**src/rtl/pwm_pkg.sv**
```systemverilog
// Shared mode encoding and wave helpers for the PWM sequencer family.
// Latency: n/a (declarations and pure functions only).
// Backpressure: n/a.
package pwm_pkg;

    typedef logic [1:0] mode_t;

    localparam mode_t MODE_SAW     = 2'd0;
    localparam mode_t MODE_TRI     = 2'd1;
    localparam mode_t MODE_ONESHOT = 2'd2;
    localparam mode_t MODE_HOLD    = 2'd3;

    // Triangle fold: rises 0..cmp_max, then falls back towards 0 over the
    // second half of a 2*cmp_max period.
    function automatic logic [31:0] tri_fold(input logic [31:0] p, input logic [31:0] cmp_max);
        if (p <= cmp_max) begin
            return p;
        end
        return (cmp_max << 1) - p;
    endfunction

endpackage

```
**src/rtl/pwm_step_prescaler.sv**
```systemverilog
// Rate divider: emits a one-cycle step tick every STEP enabled cycles.
// Latency: tick is combinational from the counter; first tick on the first enabled cycle after reset/sync.
// Backpressure: none; i_enable low freezes the count, i_sync restarts it and suppresses that cycle's tick.
module pwm_step_prescaler #(
    parameter int STEP = 4
) (
    input  logic i_clk,
    input  logic i_reset,
    input  logic i_enable,
    input  logic i_sync,
    output logic o_tick
);

    localparam int CNT_W = (STEP > 1) ? $clog2(STEP) : 1;

    logic [CNT_W-1:0] cnt;

    // Count 0..STEP-1 while enabled; sync forces a restart from zero.
    always_ff @(posedge i_clk or posedge i_reset) begin
        if (i_reset) begin
            cnt <= '0;
        end else if (i_sync) begin
            cnt <= '0;
        end else if (i_enable) begin
            cnt <= (cnt == CNT_W'(STEP - 1)) ? '0 : cnt + 1'b1;
        end
    end

    // A sync on the same edge wins over the step, so no tick is issued.
    assign o_tick = i_enable && !i_sync && (cnt == '0);

endmodule

```
**src/rtl/pwm_wave_sequencer.sv**
```systemverilog
// Multi-channel PWM compare sequencer: saw/triangle/one-shot/hold ramps with per-channel phase offset.
// Latency: compare values and valid strobe are registered one edge after each step edge; sync to strobe is 2 edges.
// Backpressure: none; i_enable low freezes prescaler/phase and suppresses strobes.
module pwm_wave_sequencer
    import pwm_pkg::*;
#(
    parameter int CLOCK_FREQ_HZ = 25_000_000,
    parameter int STEP_FREQ_HZ  = 256,
    parameter int TOP_W         = 8,
    parameter int TOP           = 255,
    parameter int CMP_W         = 9,
    parameter int CHANNELS      = 3,
    parameter int PHASE_OFFSET  = 0
) (
    input  logic                      i_clk,
    input  logic                      i_reset,
    input  logic                      i_enable,
    input  logic [1:0]                i_mode,
    input  logic                      i_sync,
    output logic [TOP_W-1:0]          o_top,
    output logic                      o_top_valid,
    output logic [CHANNELS*CMP_W-1:0] o_compare,
    output logic                      o_compare_valid,
    output logic                      o_done
);

    localparam int STEP    = CLOCK_FREQ_HZ / STEP_FREQ_HZ;
    localparam int CMP_MAX = TOP + 1;
    // Phase spans 0..2*CMP_MAX-1; sums with an offset need one more bit.
    localparam int PH_W    = CMP_W + 1;
    localparam int SW      = CMP_W + 2;

    localparam logic [SW-1:0] P_SAW     = SW'(CMP_MAX + 1);
    localparam logic [SW-1:0] P_TRI     = SW'(2 * CMP_MAX);
    localparam logic [SW-1:0] CMP_MAX_S = SW'(CMP_MAX);

    logic                      step_tick;
    logic [PH_W-1:0]           phase_q;
    logic [PH_W-1:0]           phase_d;
    mode_t                     mode_q;
    logic [CHANNELS*CMP_W-1:0] cmp_q;
    logic [CHANNELS*CMP_W-1:0] cmp_d;
    logic                      vld_q;
    logic                      done_q;
    logic                      done_d;
    logic                      mode_chg;
    logic [SW-1:0]             eff_phase;
    logic [SW-1:0]             ph_inc;
    logic [SW-1:0]             period;

    pwm_step_prescaler #(
        .STEP (STEP)
    ) u_prescaler (
        .i_clk    (i_clk),
        .i_reset  (i_reset),
        .i_enable (i_enable),
        .i_sync   (i_sync),
        .o_tick   (step_tick)
    );

    // Shared step arithmetic: a mode change restarts the ramp at phase 0.
    always_comb begin
        mode_chg  = (i_mode != mode_q);
        eff_phase = mode_chg ? '0 : SW'(phase_q);
        ph_inc    = eff_phase + 1'b1;
        period    = (i_mode == MODE_TRI) ? P_TRI : P_SAW;
        phase_d   = phase_q;
        done_d    = done_q;
        case (i_mode)
            MODE_SAW, MODE_TRI: begin
                phase_d = (ph_inc >= period) ? '0 : PH_W'(ph_inc);
            end
            MODE_ONESHOT: begin
                phase_d = (eff_phase >= CMP_MAX_S) ? PH_W'(CMP_MAX_S) : PH_W'(ph_inc);
                if (eff_phase == CMP_MAX_S) begin
                    done_d = 1'b1;
                end
            end
            default: begin
                phase_d = mode_chg ? PH_W'(1) : phase_q;
            end
        endcase
        if (mode_chg) begin
            done_d = 1'b0;
        end
    end

    for (genvar k = 0; k < CHANNELS; k++) begin : g_ch
        localparam logic [SW-1:0] OFS = SW'(k * PHASE_OFFSET);

        logic [SW-1:0]    sum;
        logic [SW-1:0]    phk;
        logic [CMP_W-1:0] wave;

        // Offset phase wrapped into one period, then shaped per mode.
        always_comb begin
            sum = eff_phase + OFS;
            phk = (sum >= period) ? sum - period : sum;
            case (i_mode)
                MODE_TRI:     wave = CMP_W'(tri_fold(32'(phk), 32'(CMP_MAX)));
                MODE_ONESHOT: wave = CMP_W'(eff_phase);
                MODE_HOLD:    wave = mode_chg ? CMP_W'(phk) : cmp_q[k*CMP_W +: CMP_W];
                default:      wave = CMP_W'(phk);
            endcase
        end

        assign cmp_d[k*CMP_W +: CMP_W] = wave;
    end

    // Sequencer state; strobe follows the step tick by one edge.
    always_ff @(posedge i_clk or posedge i_reset) begin
        if (i_reset) begin
            phase_q <= '0;
            mode_q  <= MODE_SAW;
            cmp_q   <= '0;
            vld_q   <= 1'b0;
            done_q  <= 1'b0;
        end else begin
            vld_q <= step_tick;
            if (i_sync) begin
                phase_q <= '0;
                done_q  <= 1'b0;
            end else if (step_tick) begin
                phase_q <= phase_d;
                mode_q  <= i_mode;
                cmp_q   <= cmp_d;
                done_q  <= done_d;
            end
        end
    end

    assign o_top           = TOP_W'(TOP);
    assign o_top_valid     = vld_q;
    assign o_compare       = cmp_q;
    assign o_compare_valid = vld_q;
    assign o_done          = done_q;

endmodule

```
**config.mk**
```make
export PLATFORM = sky130hd
export DESIGN_NAME = pwm_wave_sequencer
export DESIGN_NICKNAME = d
export VERILOG_FILES = /design/src/rtl/pwm_pkg.sv /design/src/rtl/pwm_step_prescaler.sv /design/src/rtl/pwm_wave_sequencer.sv
export SDC_FILE = /design/constraint.sdc
export NUM_CORES = 1
export LEC_CHECK = 0
export ABC_AREA = 1
export CORE_MARGIN = 4
export CORE_UTILIZATION = 40
export CTS_CLUSTER_DIAMETER = 60
export DETAILED_ROUTE_END_ITERATION = 12
export PLACE_DENSITY = 0.62
export RECOVER_POWER = 100
export SYNTH_ARGS = -nofsm -noshare
export SYNTH_HDL_FRONTEND = slang
export SYNTH_SLANG_ARGS = --single-unit
```
**constraint.sdc**
```tcl
create_clock -name i_clk -period 5.57 [get_ports i_clk]
set_clock_uncertainty 0.05 [all_clocks]
set_input_delay 0.557 -clock i_clk [delete_from_list [all_inputs] [get_ports i_clk]]
set_output_delay 0.557 -clock i_clk [all_outputs]
set_load 0.03 [all_outputs]
```
Fig. 1: signal wires on met2
Drawn at 4 px/um.
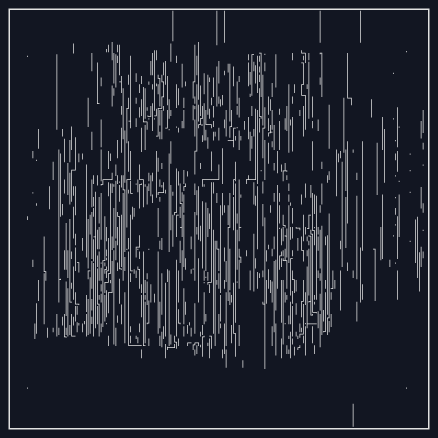
share of all routed wire	43%
main direction	vertical
nets with wire on the layer	443
longest straight run	38.1 um

==> run_results.csv <==
group,metric,value,unit
min_path,hold_start,"phase_q[0]",
detailed_routing,route.detailed.drc,0,
cells_and_area,layout.core_utilization,0.458,
logic_synthesis,edf_count,0,
timing,finalSetupViolations,0,
timing,finalMaxSlewViolations,41,
timing,grt_setup_unrepaired,"false",
floorplanning,placement_rows,34,
cells_and_area,final_cell_count_no_fill,672,
cells_and_area,largest_register_ff_count,17,
global_routing,grt_antenna_before_repair,0,
logic_synthesis,synth_cells,549,
clock_tree,clock.latency.late_pin,0.28,ns
logic_synthesis,yosysUniqueCellTypes,44,
critical_path,path_class,"in -> reg",
clock_tree,postCtsResizedCells,0,
critical_path,crit_path_start,"i_mode[0]",
logic_synthesis,prevailing_logic_family_in_the_synthesized_netlist,"simple AND/OR/NAND/NOR gates",
detailed_routing,final_ant_viol_nets,0,
floorplanning,fp_util,0.419,
critical_path,rr_worst_depth,23,
critical_path,worst_ep_required_time,5.75,ns
cells_and_area,stdcell_area,4080,um2
detailed_routing,initialDrtViolationCount,293,
detailed_routing,route.detailed.vias_per_inst,5.14,
flow_run,timing.max_cap.violations,1,
critical_path,critPathCapture,"o_compare[25]",
logic_synthesis,synth.largest_area_cell,"sky130_fd_sc_hd__dfrtp_1",
clock_tree,post_cts_hold_buffer_count,0,
status,violations,"capacitance limit, slew limit",
global_routing,first_global_vias,3195,
logic_synthesis,number_of_synthesized_register_bits,40,
timing,layout_setup_ws,0.630,ns
status,status,"complete, but fails checks",
logic_synthesis,ffs_w_async_s_r_synth,1.00,
Fig. 2: pin map
Drawn at 4 px/um. Pins as bars across the die edge, other pins in gray.
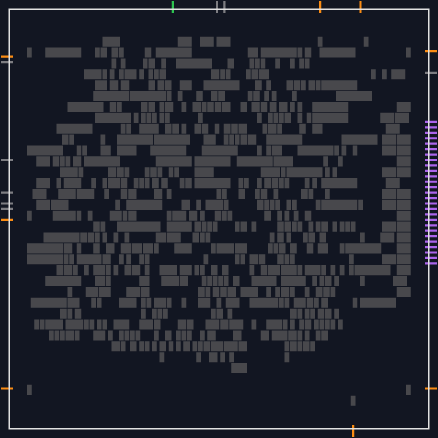
color	port	pins	direction	edge
purple	`o_compare`	27	output	right
green	`i_enable`	1	input	top
orange	`o_top`	8	output	3 left, 2 right, 2 top, 1 bottom

[worst max-delay path, stage by stage]
cell                              delay, ns
sky130_fd_sc_hd__clkdlybuf4s50_1       0.52
sky130_fd_sc_hd__xnor2_2               0.63
sky130_fd_sc_hd__nand2_1               0.40
sky130_fd_sc_hd__nor2_2                0.38
sky130_fd_sc_hd__inv_1                 0.17
sky130_fd_sc_hd__ha_1                  0.27
sky130_fd_sc_hd__nand2_2               0.12
sky130_fd_sc_hd__nor2_1                0.06
sky130_fd_sc_hd__nand2_1               0.09
sky130_fd_sc_hd__nand3_2               0.25
sky130_fd_sc_hd__nand2_2               0.30
sky130_fd_sc_hd__nand2_1               0.08
sky130_fd_sc_hd__o21ai_0               0.12
sky130_fd_sc_hd__ha_1                  0.28
sky130_fd_sc_hd__nand3_4               0.11
sky130_fd_sc_hd__nor2_8                0.13
sky130_fd_sc_hd__nand3_4               0.09
sky130_fd_sc_hd__nand2_4               0.12
sky130_fd_sc_hd__nand2_4               0.07
sky130_fd_sc_hd__nand2_1               0.07
sky130_fd_sc_hd__nand3_1               0.07
sky130_fd_sc_hd__nand2_1               0.08
sky130_fd_sc_hd__nand2_1               0.06
sky130_fd_sc_hd__nand2_1               0.06
[layout by cell type (no fill, tap or decap), types with 7 or more instances in the layout]
master / Yosys / layout
sky130_fd_sc_hd__nor2_1: 35 / 35
sky130_fd_sc_hd__ha_1: 15 / 15
sky130_fd_sc_hd__conb_1: 1 / 8
sky130_fd_sc_hd__nand2_1: 140 / 141
sky130_fd_sc_hd__a21oi_1: 7 / 7
sky130_fd_sc_hd__nand3_2: 8 / 8
sky130_fd_sc_hd__o21ai_0: 32 / 35
sky130_fd_sc_hd__nor3_1: 10 / 10
sky130_fd_sc_hd__nand2_2: 13 / 12
sky130_fd_sc_hd__dlygate4sd3_1: 0 / 32
sky130_fd_sc_hd__inv_2: 12 / 11
sky130_fd_sc_hd__xor2_1: 9 / 9
sky130_fd_sc_hd__dfrtp_1: 40 / 40
sky130_fd_sc_hd__inv_1: 76 / 77
sky130_fd_sc_hd__o22ai_1: 10 / 10
sky130_fd_sc_hd__nand3_1: 47 / 47
sky130_fd_sc_hd__nand4_1: 7 / 7
[final cells by class]
class / count / area (um2)
inverter: 90 / 338
sequential: 40 / 1000
clock buffer: 6 / 72.6
timing repair buffer: 36 / 354
multi-input combinational: 390 / 2140
tap: 108 / 135
clock inverter: 2 / 35.0
fill: 922 / 4810
[cells in the mapped netlist, drive strengths merged (3+ instances only)]
cell,count
a21oi,8
o21ai,38
dfrtp,40
xor2,9
nand3,59
xnor2,3
clkbuf,3
nand4,7
buf,33
ha,15
nor3,10
o211ai,6
nand2,157
o22ai,10
nor2,43
inv,88
nor4,3
[power by group]
group	leakage, nW	switching, mW	internal, mW	total (mW)
combinational	1.48	0.266	0.127	0.393
clock	0.0552	0.103	0.133	0.236
sequential	0.546	0.0179	0.311	0.329
[per-layer routing]
metal / routed length [um] / GRT usage / vias to the layer above
met5: 0 / 0 / -
met4: 108 / 0.0285 / 0
met3: 571 / 0.0379 / 10
met2: 4030 / 0.262 / 113
met1: 4640 / 0.259 / 1578
li1: - / - / 1756
No activity file was given, so power comes from the tool's default toggle rates.
